`src/rtl/abc_instr_init_loader_if.sv`:
```
// Byte-stream handshake between a boot source (UART or flash reader) and the loader.
// The master drives bytes, the slave (loader) drives SRC_READY.
interface abc_instr_init_loader_if;
  logic       SRC_VALID;
  logic [7:0] SRC_DATA;
  logic       SRC_READY;

  modport master (output SRC_VALID, output SRC_DATA, input SRC_READY);
  modport slave  (input SRC_VALID, input SRC_DATA, output SRC_READY);
endinterface

```
`src/rtl/abc_instr_init_loader.sv`:
```
// Unpacks a length-prefixed, XOR-checksummed byte image into 9-bit CoreABC
// instruction RAM writes, then raises a sticky INITDONE (or LOADERR).
module abc_instr_init_loader #(
  parameter int INITWIDTH = 7,
  parameter int TIMEOUT   = 65535,
  parameter int AUTOSTART = 1
) (
  input  logic                    CLK,
  input  logic                    RSTN,
  input  logic                    START,
  abc_instr_init_loader_if.slave  src,
  output logic [INITWIDTH-1:0]    INITADDR,
  output logic [8:0]              INITDATA,
  output logic                    INITDATVAL,
  output logic                    INITDONE,
  output logic                    LOADERR
);

  localparam int CW = INITWIDTH + 1;
  localparam int TW = (TIMEOUT > 1) ? $clog2(TIMEOUT + 1) : 1;
  localparam logic [16:0] MAX_LEN = 17'd1 << INITWIDTH;

  localparam logic [2:0] IDLE   = 3'd0;
  localparam logic [2:0] LEN_LO = 3'd1;
  localparam logic [2:0] LEN_HI = 3'd2;
  localparam logic [2:0] DAT_LO = 3'd3;
  localparam logic [2:0] DAT_HI = 3'd4;
  localparam logic [2:0] CHECK  = 3'd5;
  localparam logic [2:0] DONE   = 3'd6;
  localparam logic [2:0] ERROR  = 3'd7;

  logic [2:0]           state_q, state_d;
  logic [CW-1:0]        cnt_q, cnt_d;
  logic [15:0]          len_q, len_d;
  logic [7:0]           chk_q, chk_d;
  logic [7:0]           lo_q, lo_d;
  logic [TW-1:0]        to_q, to_d;
  logic                 ready_q, ready_d;
  logic [INITWIDTH-1:0] addr_q, addr_d;
  logic [8:0]           data_q, data_d;
  logic                 datval_q, datval_d;
  logic                 done_q, done_d;
  logic                 err_q, err_d;

  logic                 accept;
  logic                 loading;
  logic [TW-1:0]        to_inc;
  logic [15:0]          cnt_plus1;
  logic [15:0]          len_full;

  always_comb begin
    state_d   = state_q;
    cnt_d     = cnt_q;
    len_d     = len_q;
    chk_d     = chk_q;
    lo_d      = lo_q;
    to_d      = to_q;
    addr_d    = addr_q;
    data_d    = data_q;
    datval_d  = 1'b0;

    accept    = src.SRC_VALID & ready_q;
    loading   = (state_q == LEN_LO) || (state_q == LEN_HI) || (state_q == DAT_LO) ||
                (state_q == DAT_HI) || (state_q == CHECK);
    to_inc    = to_q + TW'(1);
    cnt_plus1 = 16'(cnt_q) + 16'd1;
    len_full  = {src.SRC_DATA, len_q[7:0]};

    // Only true source silence counts; in loading states READY is always high.
    if (loading && (TIMEOUT != 0)) begin
      if (accept) begin
        to_d = '0;
      end else if (!src.SRC_VALID) begin
        to_d = to_inc;
      end
    end

    case (state_q)
      IDLE: begin
        if ((AUTOSTART != 0) || START) begin
          state_d = LEN_LO;
          chk_d   = '0;
          cnt_d   = '0;
          to_d    = '0;
        end
      end
      LEN_LO: begin
        if (accept) begin
          len_d   = {8'h00, src.SRC_DATA};
          chk_d   = chk_q ^ src.SRC_DATA;
          state_d = LEN_HI;
        end
      end
      LEN_HI: begin
        if (accept) begin
          len_d = len_full;
          chk_d = chk_q ^ src.SRC_DATA;
          if ({1'b0, len_full} > MAX_LEN) begin
            state_d = ERROR;
          end else if (len_full == 16'h0000) begin
            state_d = CHECK;
          end else begin
            state_d = DAT_LO;
          end
        end
      end
      DAT_LO: begin
        if (accept) begin
          lo_d    = src.SRC_DATA;
          chk_d   = chk_q ^ src.SRC_DATA;
          state_d = DAT_HI;
        end
      end
      DAT_HI: begin
        if (accept) begin
          data_d   = {src.SRC_DATA[0], lo_q};
          addr_d   = cnt_q[INITWIDTH-1:0];
          datval_d = 1'b1;
          cnt_d    = cnt_q + CW'(1);
          chk_d    = chk_q ^ src.SRC_DATA;
          state_d  = (cnt_plus1 == len_q) ? CHECK : DAT_LO;
        end
      end
      CHECK: begin
        if (accept) begin
          state_d = (src.SRC_DATA == chk_q) ? DONE : ERROR;
        end
      end
      default: begin
        state_d = state_q;
      end
    endcase

    // An accept in the same cycle always wins over expiry.
    if (loading && (TIMEOUT != 0) && !accept && !src.SRC_VALID && (to_inc == TW'(TIMEOUT))) begin
      state_d = ERROR;
    end

    ready_d = (state_d == LEN_LO) || (state_d == LEN_HI) || (state_d == DAT_LO) ||
              (state_d == DAT_HI) || (state_d == CHECK);
    done_d  = (state_d == DONE);
    err_d   = (state_d == ERROR);
  end

  always_ff @(posedge CLK or negedge RSTN) begin
    if (!RSTN) begin
      state_q  <= IDLE;
      cnt_q    <= '0;
      len_q    <= '0;
      chk_q    <= '0;
      lo_q     <= '0;
      to_q     <= '0;
      ready_q  <= 1'b0;
      addr_q   <= '0;
      data_q   <= '0;
      datval_q <= 1'b0;
      done_q   <= 1'b0;
      err_q    <= 1'b0;
    end else begin
      state_q  <= state_d;
      cnt_q    <= cnt_d;
      len_q    <= len_d;
      chk_q    <= chk_d;
      lo_q     <= lo_d;
      to_q     <= to_d;
      ready_q  <= ready_d;
      addr_q   <= addr_d;
      data_q   <= data_d;
      datval_q <= datval_d;
      done_q   <= done_d;
      err_q    <= err_d;
    end
  end

  assign src.SRC_READY = ready_q;
  assign INITADDR      = addr_q;
  assign INITDATA      = data_q;
  assign INITDATVAL    = datval_q;
  assign INITDONE      = done_q;
  assign LOADERR       = err_q;

endmodule

```
`src/flat_wrapper.sv`:
```
// flat-port wrapper written by rule: the top's interface ports become plain ports
module abc_instr_init_loader_flat 
#(
  parameter int INITWIDTH = 7,
  parameter int TIMEOUT   = 65535,
  parameter int AUTOSTART = 1
)
  (CLK, RSTN, START, INITADDR, INITDATA, INITDATVAL, INITDONE, LOADERR, src_SRC_VALID, src_SRC_DATA, src_SRC_READY);
  abc_instr_init_loader_if src_i ();
  input  logic CLK;
  input  logic RSTN;
  input  logic START;
  output logic [INITWIDTH-1:0] INITADDR;
  output logic [8:0] INITDATA;
  output logic INITDATVAL;
  output logic INITDONE;
  output logic LOADERR;
  input wire logic [$bits(src_i.SRC_VALID)-1:0] src_SRC_VALID;
  input wire logic [$bits(src_i.SRC_DATA)-1:0] src_SRC_DATA;
  output wire logic [$bits(src_i.SRC_READY)-1:0] src_SRC_READY;
  assign src_i.SRC_VALID = src_SRC_VALID;
  assign src_i.SRC_DATA = src_SRC_DATA;
  assign src_SRC_READY = src_i.SRC_READY;
  abc_instr_init_loader #(.INITWIDTH(INITWIDTH), .TIMEOUT(TIMEOUT), .AUTOSTART(AUTOSTART)) u_core (.CLK(CLK), .RSTN(RSTN), .START(START), .src(src_i), .INITADDR(INITADDR), .INITDATA(INITDATA), .INITDATVAL(INITDATVAL), .INITDONE(INITDONE), .LOADERR(LOADERR));
endmodule
```
`config.mk`:
```
export PLATFORM = sky130hd
export DESIGN_NAME = abc_instr_init_loader_flat
export DESIGN_NICKNAME = d
export VERILOG_FILES = /design/src/rtl/abc_instr_init_loader_if.sv /design/src/rtl/abc_instr_init_loader.sv /design/src/flat_wrapper.sv
export SDC_FILE = /design/constraint.sdc
export NUM_CORES = 1
export LEC_CHECK = 0
export ABC_CLOCK_PERIOD_IN_PS = 2300
export CAP_MARGIN = 20
export CELL_PAD_IN_SITES_DETAIL_PLACEMENT = 0
export CELL_PAD_IN_SITES_GLOBAL_PLACEMENT = 1
export CORE_MARGIN = 2
export CORE_UTILIZATION = 30
export DETAILED_ROUTE_END_ITERATION = 7
export PLACE_DENSITY = 0.56
export SLEW_MARGIN = 20
export SYNTH_ARGS = -nofsm -noshare
export SYNTH_HDL_FRONTEND = slang
export SYNTH_SLANG_ARGS = --single-unit
```
`constraint.sdc`:
```
create_clock -name CLK -period 2.3 [get_ports CLK]
set_input_delay 0.23 -clock CLK [delete_from_list [all_inputs] [get_ports CLK]]
set_output_delay 0.23 -clock CLK [all_outputs]
set_load 0.05 [all_outputs]
```
Figure 1. Cells by drive strength (run 1).
(4 px per um)
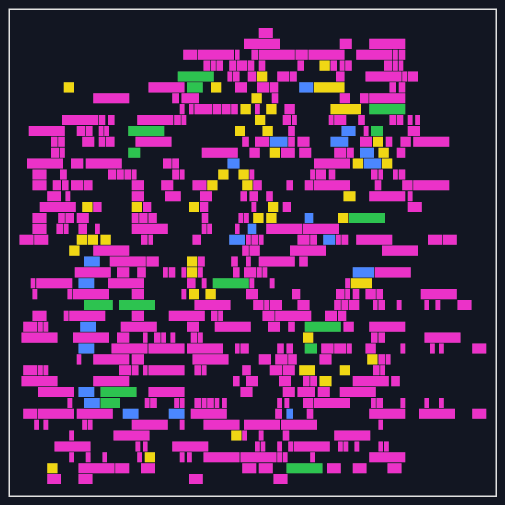
[_2 cells] blue | cells: 21 | share: 4.2%
[_6 and larger] green | cells: 15 | share: 3.0%
[_3 and _4 cells] yellow | cells: 46 | share: 9.1%
[_0 and _1 cells] magenta | cells: 423 | share: 84%
post-synthesis to final-layout area growth: 24.0%
non-clock buffer instance count of the final layout: 71

Figure 2. Clock wiring as the flow saved it (run 1).
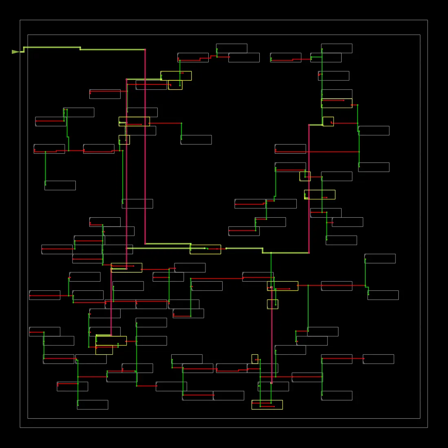
total number of sequential cells: 79
Clock net power: 1410 uW
clock buffer count in the final layout: 10
final worst clock skew: 6.61 ps

Figure 3. Wire density map (run 1).
(3 px per um) 24 x 24 tiles, from black (low) to pale yellow (high), scaled to the fullest tile. Values are wire area over tile area, all layers added.
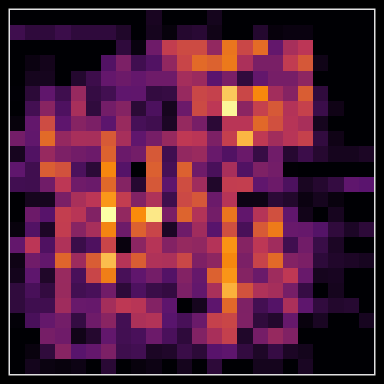
densest ninth of the die: middle
tiles over half the peak: 15%
nearly empty tiles: 21%

Figure 4. Where the registers sit (run 1).
(3 px per um)
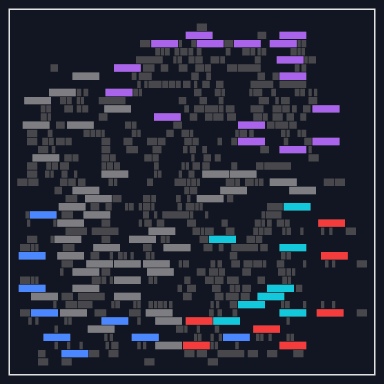
[u_core.to_q] purple | flops: 16
[u_core.cnt_q] cyan | flops: 8 | where: bottom right
[u_core.INITDATA] blue | flops: 9 | where: bottom left
[u_core.INITADDR] red | flops: 7
fin util: 38.4%
sequential share of cell area: 38.6%
area used by sequential logic in the layout: 1980 sq um
power of the sequential group: 2150 uW

==> git commit body, run 1 <==
Record implementation results from latest flow run

* Routed wire per std cell: 15.6 um
- Max stage delay cell, worst path: sky130_fd_sc_hd__dfrtp_1
* Number of tapcells: 176
- Number of enable flip-flop cells: 0
- The layout report lists the clock-cell share of area as 5.67%.
- Global routing used 15.7% of the available tracks across all layers.
- In this run, the synthesized area fraction spent on adder and majority cells is recorded as less than 1%.
* Number of routed nets with antenna violations: 0
- Across all stage logs, warnings added up to 28.
* GRT busiest layer: met2
* Kind of start point of the critical path: flop
- Comb area share: 39.0%
- For this run, the slowest stage of the critical path takes ~470 ps.
- Number of non-filler instances in the completed layout: ~680
- The die is 121 um tall.
- Distinct cell type count of the synthesized netlist: approximately 58
- Worst setup path category: flop to flop
- Seq/Total Area, Yosys: 47.8%
* Clock buffer count from CTS: 9
* Setup total negative slack: 0 ps
* Post-detailed-routing wire length: 10.6 mm
- Pins over their slew limit in the final report were tallied at 0.
* Summed instance area of the synthesized netlist: 4130 sq um
- Routed length on met2: about 4.6 mm
- Routing resource usage on met1 recorded by global route was 22.3%.
- First-pass GRT wire length: ~18 mm
* Worst ir drop on vdd: a little over 0.5 mV
- Drt first pass iters: 4
* Maximum buffer depth of the clock tree: 2
* Gp weighted congestion: 0.768
- For met2 alone, demand over resource in global routing was 22.5%.
- The synthesis report lists the Yosys warning total as 0.
- Clock transition time at the flip-flop clock pins of the worst setup and hold paths: approximately 60 ps
- Worst setup EP type: flop
* Simple Share, Synth: between 20% and 30%
- Congestion Overflow GR: 0
- The detailed router reports a met3 wire length of 355 um.
- Count of unresolved DRC violations after routing: 0
* Number of cells in the design after placement: between 600 and 700
- Number of hold violations in the final report: 0
- Total of fill cells in the finished design: about 1400
* Maximum clock frequency: between 0.4 and 0.5 GHz
- The report lists the number of standard-cell rows as approximately 42.
* Clock latency reported for the late side of the worst-skew pair: 350 ps
- Sinks on the clock net: 79
* Cell leakage power: 0.00229 uW
- Setup repair after global routing left no endpoint under its margin.
- The synthesized netlist has a Yosys-reported chip area of ~4100 sq um.
- Reg-to-Reg Start: u_core.cnt_q[0]$_DFFE_PN0P_
* Critical path origin: u_core.cnt_q[0]$_DFFE_PN0P_
* CTS Root Buffer Type: sky130_fd_sc_hd__clkbuf_16
- Power density relative to cell area: 1040 nW/um^2
- Pin placement for this block handled 32 I/O pins.
- In the floorplan report the effective utilization is 31.0%.
- Number of inverters outside the clock class in the layout: 4
* Gate count after technology mapping: about 450
- Net count entering floorplan: about 460
- Across the run, the number of max-cap violations was 0.
- In the final layout, the multi-input gates occupy 2000 sq um.
* Critical path required time: around 2500 ps
- Number of post-CTS setup repair buffers: 0
* Yosys aoi share: 16.2%
* Result of the run: complete, no violations
* Combinational family with the most area after synthesis: simple AND/OR/NAND/NOR gates
- Walking the worst path, the cells encountered are ha_1, xnor2_1, nand4_1, nor4_1, nand4b_1, a211o_1.
* Worst slew margin: 57.9%
* Via count of the first global-routing pass: about 3400
* Slew at the pin with the worst max-slew slack: 628 ps
- The finished design was reported to have a net count of between 500 and 600.
- Measured against the total synthesized area, the mux share comes to around 3.1%.
* Multi-input combinational cell count: around 340
- The initial antenna violation count is 0.
- After synthesis, the mean cell area works out to a little over 9 sq um.
* Core Box Area: about 13000 sq um
* Average via count per standard cell: approximately 5
- Maximum number of pins on one net before global-route repair: 34
* Total of cells resized after clock tree synthesis: 0
- Post-synth regs: 79
- The routed wirelength on the met1 layer is recorded as 5.40 mm.
- In this run, the number of DRC markers left after iteration 0 of detailed routing was 197.
* Highest routed metal layer: met4
- TritonCTS built the clock tree.
run 1: state kept, by name, indices dropped and copies added (netlist names):
| register | cells |
|---|---|
| u_core.state_q | 3 |
| u_core.len_q | 16 |
| u_core.LOADERR | 1 |
| u_core.INITDATVAL | 1 |
| u_core.cnt_q | 8 |
| u_core.INITDONE | 1 |
| u_core.lo_q | 8 |
| u_core.to_q | 16 |
| u_core.chk_q | 8 |
| u_core.src.SRC_READY | 1 |
| u_core.INITADDR | 7 |
| u_core.INITDATA | 9 |
run 1: cells in the mapped netlist, drive strengths merged (4+ instances only):
library cell,instances,area [sq um]
nor3,9,50.1
nand4,10,83.8
o31ai,9,67.6
xor2,7,61.3
a22o,10,87.6
dfrtp,79,1980
xnor2,18,158
nand2,93,349
nand3,15,75.1
nor2,25,93.8
o21ai,53,265
nand2b,9,56.3
mux2,10,116
a21oi,9,45.0
buf,13,83.8
nor4,8,65.1
clkbuf,14,55.1
inv,4,15.0
run 1: placed cells by master (no fill, tap or decap), types with 10 or more instances in the layout:
cell and count:
sky130_fd_sc_hd__nand2_1 93, sky130_fd_sc_hd__dfrtp_1 79, sky130_fd_sc_hd__o21ai_0 52, sky130_fd_sc_hd__buf_4 40, sky130_fd_sc_hd__clkdlybuf4s50_1 29, sky130_fd_sc_hd__nor2_1 25
sky130_fd_sc_hd__xnor2_1 18, sky130_fd_sc_hd__nand3_1 15, sky130_fd_sc_hd__a22o_1 10
run 1: worst max-delay path, delay by kind of cell (launching register included):
| family | cells | cell delay (ps) |
|---|---|---|
| AND/OR/NAND/NOR | 3 | 650 |
| adder cells (fa/ha/maj) | 1 | 370 |
| XOR/XNOR | 1 | 150 |
| flip-flops | 1 | 470 |
| AND-OR/OR-AND | 1 | 300 |
run 1: worst paths after layout:
check,to,depth (start not counted),slack (ps)
setup / recovery,u_core.state_q[1]$_DFF_PN0_,6,240
max in group asynchronous,u_core.cnt_q[7]$_DFFE_PN0P_,3,1300
min in group CLK,u_core.INITADDR[6]$_DFFE_PN0P_,2,470
hold / removal,u_core.INITDATA[3]$_DFFE_PN0P_,2,370
hold reg to reg,u_core.INITADDR[6]$_DFFE_PN0P_,2,470
setup reg to reg,u_core.state_q[1]$_DFF_PN0_,6,240
run 1: report_power, final:
group / internal, uW / switching, uW / leakage (uW) / total [uW]
Sequential: 1800 / 350 / 0.00104 / 2150
Clock: 780 / 632 / 0.000146 / 1410
Combinational: 787 / 1000 / 0.00110 / 1790
run 1: cell families after synthesis:
group | after synthesis
adder cells (fa/ha/maj) | 3
AND-OR/OR-AND | 103
AND/OR/NAND/NOR | 193
buffers and inverters | 31
flip-flops | 79
XOR/XNOR | 25
multiplexers | 11
run 1: through the flow:
stage | total power [uW] | worst slack, ps | instance area, sq um | utilization [%]
finish | 5350 | 244 | 5120 | 38.4
global route | 5730 | 94.7 | 5120 | 38.4
CTS | 5410 | 235 | 5120 | 38.4
detailed placement | 3960 | 81.3 | 4820 | 36.1
global placement | 3920 | 160 | 4820 | 36.1
floorplan | 3340 | 296 | 4130 | -
Figure 5. Met3 routing (run 1).
(4 px per um)
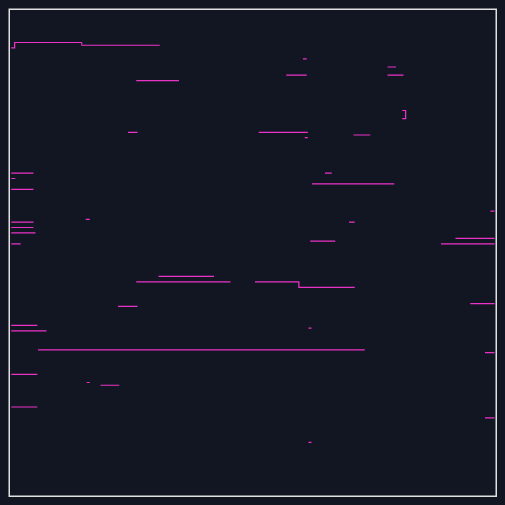

==> run 2, diff against run 1 <==
SKIP_CTS_REPAIR_TIMING = 1   (was default)
Figure 6. Met3 routing (run 2).
(4 px per um)
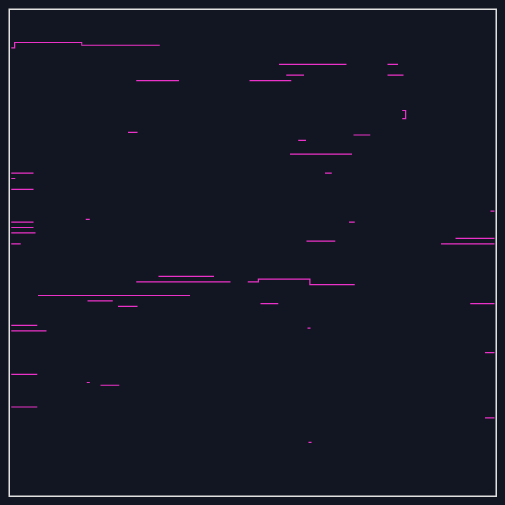
main direction: horizontal
wire length on this layer: 335 um
total number of vias: 3412
global routing met3 resource utilization: 2.82%
post-detailed-routing wire length: 10.6 mm

==> git commit body, run 2 <==
Record implementation results from latest flow run

- The run finished with clean final reports.
* Clock power frac: 26.4% (about the same)
- Number of slew-limit violations in the final report: 0 (unchanged)
- Critical path required time: 2530 ps (about the same)
- The net switching power was 1990 uW (about the same).
- Among all flip-flop cells after synthesis, the most frequent one is sky130_fd_sc_hd__dfrtp_1.
* Die Y-Extent: 121 um (unchanged)
* Sinks on the clock net: 79 (unchanged)
- The highest clock frequency the design can meet was 0.487 GHz (+0.10%).
* Fin util: 38.4% (unchanged)
- Worst reg2reg path endpoint: u_core.state_q[1]$_DFF_PN0_
* Minimum clock period: 2050 ps
- Routed wire per std cell: 15.6 um (-0.29%)
- Top library cells by usage in the layout, fill and taps aside: 93 x sky130_fd_sc_hd__nand2_1, 79 x sky130_fd_sc_hd__dfrtp_1, 52 x sky130_fd_sc_hd__o21ai_0
* # Cells Yosys: 445
* Setup slack, reg-to-reg: 250 ps (about the same)
* Total routing resource utilization after global routing: 15.7% (unchanged)
- The gate count after technology mapping is 445 (unchanged).
* Kind of start point of the critical path: flop
- Die Width: 121 um
- The power density over cell area came to 1040 nW/um^2 (about the same).
- The highest cell delay on the worst timing path was 470 ps (about the same).
* Worst ir drop on vdd: 0.507 mV (about the same)
- After synthesis, the share of flip-flops with an asynchronous set or reset is 100%.
- Congestion Overflow GR: 0 (unchanged)
* Final antenna diode count: 0
- CTS tree: built
- The via count of the first global-routing pass was 3356 (-0.47%).
* Most used logic cell in the final layout: sky130_fd_sc_hd__nand2_1
- The post-synthesis sequential element count was 79 (unchanged).
- The netlist area before placement was 4130 sq um (unchanged).
- The worst clock skew is 6.70 ps (+0.0934 ps).
- Average via count per standard cell: 5.01 (about the same)
* Maximum buffer depth of the clock tree: 2 (unchanged)
* Combinational share of power: 33.4% (about the same)
- The most critical setup path has its startpoint at u_core.cnt_q[0]$_DFFE_PN0P_.
* Floorplan die area: 14700 sq um
- The static leakage power is 0.00229 uW (unchanged).
- The synthesis warning total was 0 (unchanged).
- Setup repair after global routing missed its margin: false
- H-tree depth: 3
- Tool warnings: 28 (unchanged)
- The root buffer cell chosen for the clock tree is sky130_fd_sc_hd__clkbuf_16.
* Area share, top type: 47.8% (unchanged)
* Kind of cell adding the most delay to the critical path: simple AND/OR/NAND/NOR gates
- The final tally of hold violations is 0 (unchanged).
- Type of the worst min-delay path: primary input to asynchronous set/reset pin
- The routing usage on met2 is 22.5% (-0.035 points).
- M1 GR Usage: 22.4% (+0.089 points)
* Synth top area cells: sky130_fd_sc_hd__dfrtp_1 48%, sky130_fd_sc_hd__nand2_1 8.4%, sky130_fd_sc_hd__o21ai_0 6.3%
* Cell-by-cell trace of the critical path: ha_1, xnor2_1, nand4_1, nor4_1, nand4b_1, a211o_1
- The distinct cell type count after synthesis is 58 (unchanged).
- The number of top-level pins is 32 (unchanged).
- The remaining max-slew budget at the tightest pin was 57.9% (about the same).
* Worst setup path category: flop to flop
- Drt first pass iters: 5 (+1)
* GRT busiest layer: met2
- The number of nets at floorplan was 460 (unchanged).
- Data arrival time of the worst path: approximately 2300 ps
* Proportion of layout cells with a drive suffix above 1: 16.2%
- The number of nets with antenna violations after routing was 0 (unchanged).
* Slew at the pin with the worst max-slew slack: 628 ps (-0.349 ps)
* Post-synthesis to final-layout area growth: 24.0% (unchanged)
- The post-synthesis sequential area ratio is 47.8% (unchanged).
* Endpoints failing setup: 0
* Highest net fanout along the worst path: 8
- Setup total negative slack: 0 ps (unchanged)
- Max-cap violation count: 0 (unchanged)
- The wire length of the first global-routing pass came to 17.8 mm (about the same).
- The final weighted congestion of routability-driven global placement is 0.768 (unchanged).
* Clock latency reported for the late side of the worst-skew pair: 350 ps (about the same)
- Post-synthesis cell type with the largest instance count: sky130_fd_sc_hd__nand2_1
- The worst setup path is captured at a flop.
- The post-synth tally of flip-flops with integrated enable came to 0 (unchanged).
* Synth area leader: sky130_fd_sc_hd__dfrtp_1
- The number of DRC markers in iteration 0 was 203 (+3.0%).
- The share of total power consumed by net switching was 37.1% (about the same).
* Max stage delay cell, worst path: sky130_fd_sc_hd__dfrtp_1
* Post-Syn Area per Cell: 9.28 sq um (unchanged)
- Internal power contribution: 3360 uW (about the same)
* Reg-to-Reg Start: u_core.cnt_q[0]$_DFFE_PN0P_
- The CTS buffer count came to 9 (unchanged).
* Final Cycle Share: 89.3%
- Synth cell count leaders: 93 x sky130_fd_sc_hd__nand2_1, 79 x sky130_fd_sc_hd__dfrtp_1, 52 x sky130_fd_sc_hd__o21ai_0
- The number of buffers and inverters on the critical path is 0 (unchanged).
* Pre-Place Util: 31.0% (unchanged)
* Count of unresolved DRC violations after routing: 0 (unchanged)
* Number of antenna violations at the first check in global routing: 0 (unchanged)
- DPL Wire Length: 7.50 mm
- Proportion of power drawn by flip-flops and latches: 40.1% (about the same)
* Area of the synthesized netlist per yosys stat: 4130 sq um (unchanged)
- The net count reported at finish was 515 (unchanged).
* Number of placement rows: 42 (unchanged)
* Maximum number of pins on one net before global-route repair: 34 (unchanged)
- The number of cells traversed by the worst register-to-register path came to 6 (unchanged).
- The area of the core region came to 13300 sq um (unchanged).
- Per the placement log, port buffering inserted 30 buffers.
* Clock transition time at the flip-flop clock pins of the worst setup and hold paths: 60 ps (about the same)
Figure 7. Where the registers sit (run 2).
(3 px per um)
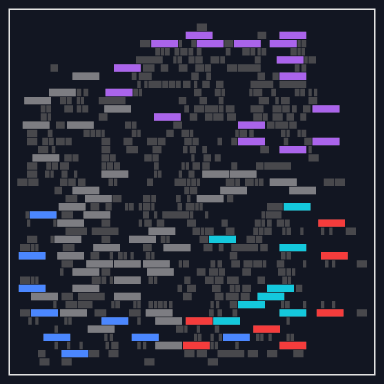

[run 2: cell counts after synthesis]
Identical to the previous run, type by type.
[run 2: kinds of logic after synthesis]
group	synth area share, %
adder cells (fa/ha/maj)	0.909
flip-flops	47.8
XOR/XNOR	5.30
buffers and inverters	3.72
multiplexers	3.06
AND-OR/OR-AND	16.2
AND/OR/NAND/NOR	23.0
[run 2: layout make-up]
| cell class | count | area (sq um) |
|---|---|---|
| Fill cell | 1364 | 8220 |
| Inverter | 4 | 15.0 |
| Clock inverter | 6 | 51.3 |
| Timing Repair Buffer | 71 | 621 |
| Clock buffer | 10 | 239 |
| Multi-Input combinational cell | 335 | 2000 |
| Sequential cell | 79 | 1980 |
| Tap cell | 176 | 220 |
[run 2: worst max path at each step]
stage | endpoint | slack [ps] | cells past startpoint
CTS | u_core.state_q[1]$_DFF_PN0_ | 240 | 6
floorplan | u_core.len_q[10]$_DFFE_PN0P_ | 300 | 7
detailed placement | u_core.state_q[1]$_DFF_PN0_ | 80 | 6
finish | u_core.state_q[1]$_DFF_PN0_ | 250 | 6
global route | u_core.state_q[2]$_DFF_PN0_ | 90 | 6
global placement | u_core.state_q[0]$_DFF_PN0_ | 160 | 6
[run 2: metal layers]
metal  up-vias  routed length, um
met1      1648               5440
li1       1686                  -
met3        18                335
met5         -                  0
met4         0                267
met2        60               4570
[run 2: power groups by stage]
stage	sequential, uW	clock, uW	combinational (uW)
2_1_floorplan	2330	0	1010
3_5_place_dp	2170	0	1790
4_1_cts	2150	1460	1810
5_1_grt	2210	1530	1990
3_3_place_gp	2150	0	1770
6_report	2150	1410	1790
[run 2: per-stage QoR]
| step | std cells | setup WS [ps] | total power (uW) | hold WS, ps | cell area (sq um) |
|---|---|---|---|---|---|
| global placement | 664 | 160 | 3920 | 221 | 4820 |
| CTS | 680 | 235 | 5410 | -165 | 5110 |
| floorplan | 445 | 296 | 3340 | -65.6 | 4130 |
| finish | 681 | 246 | 5350 | 367 | 5120 |
| global route | 681 | 94.7 | 5730 | 407 | 5120 |
| detailed placement | 664 | 81.3 | 3960 | 219 | 4820 |
Power figures rest on the tool's default switching activity, not on a simulated workload.
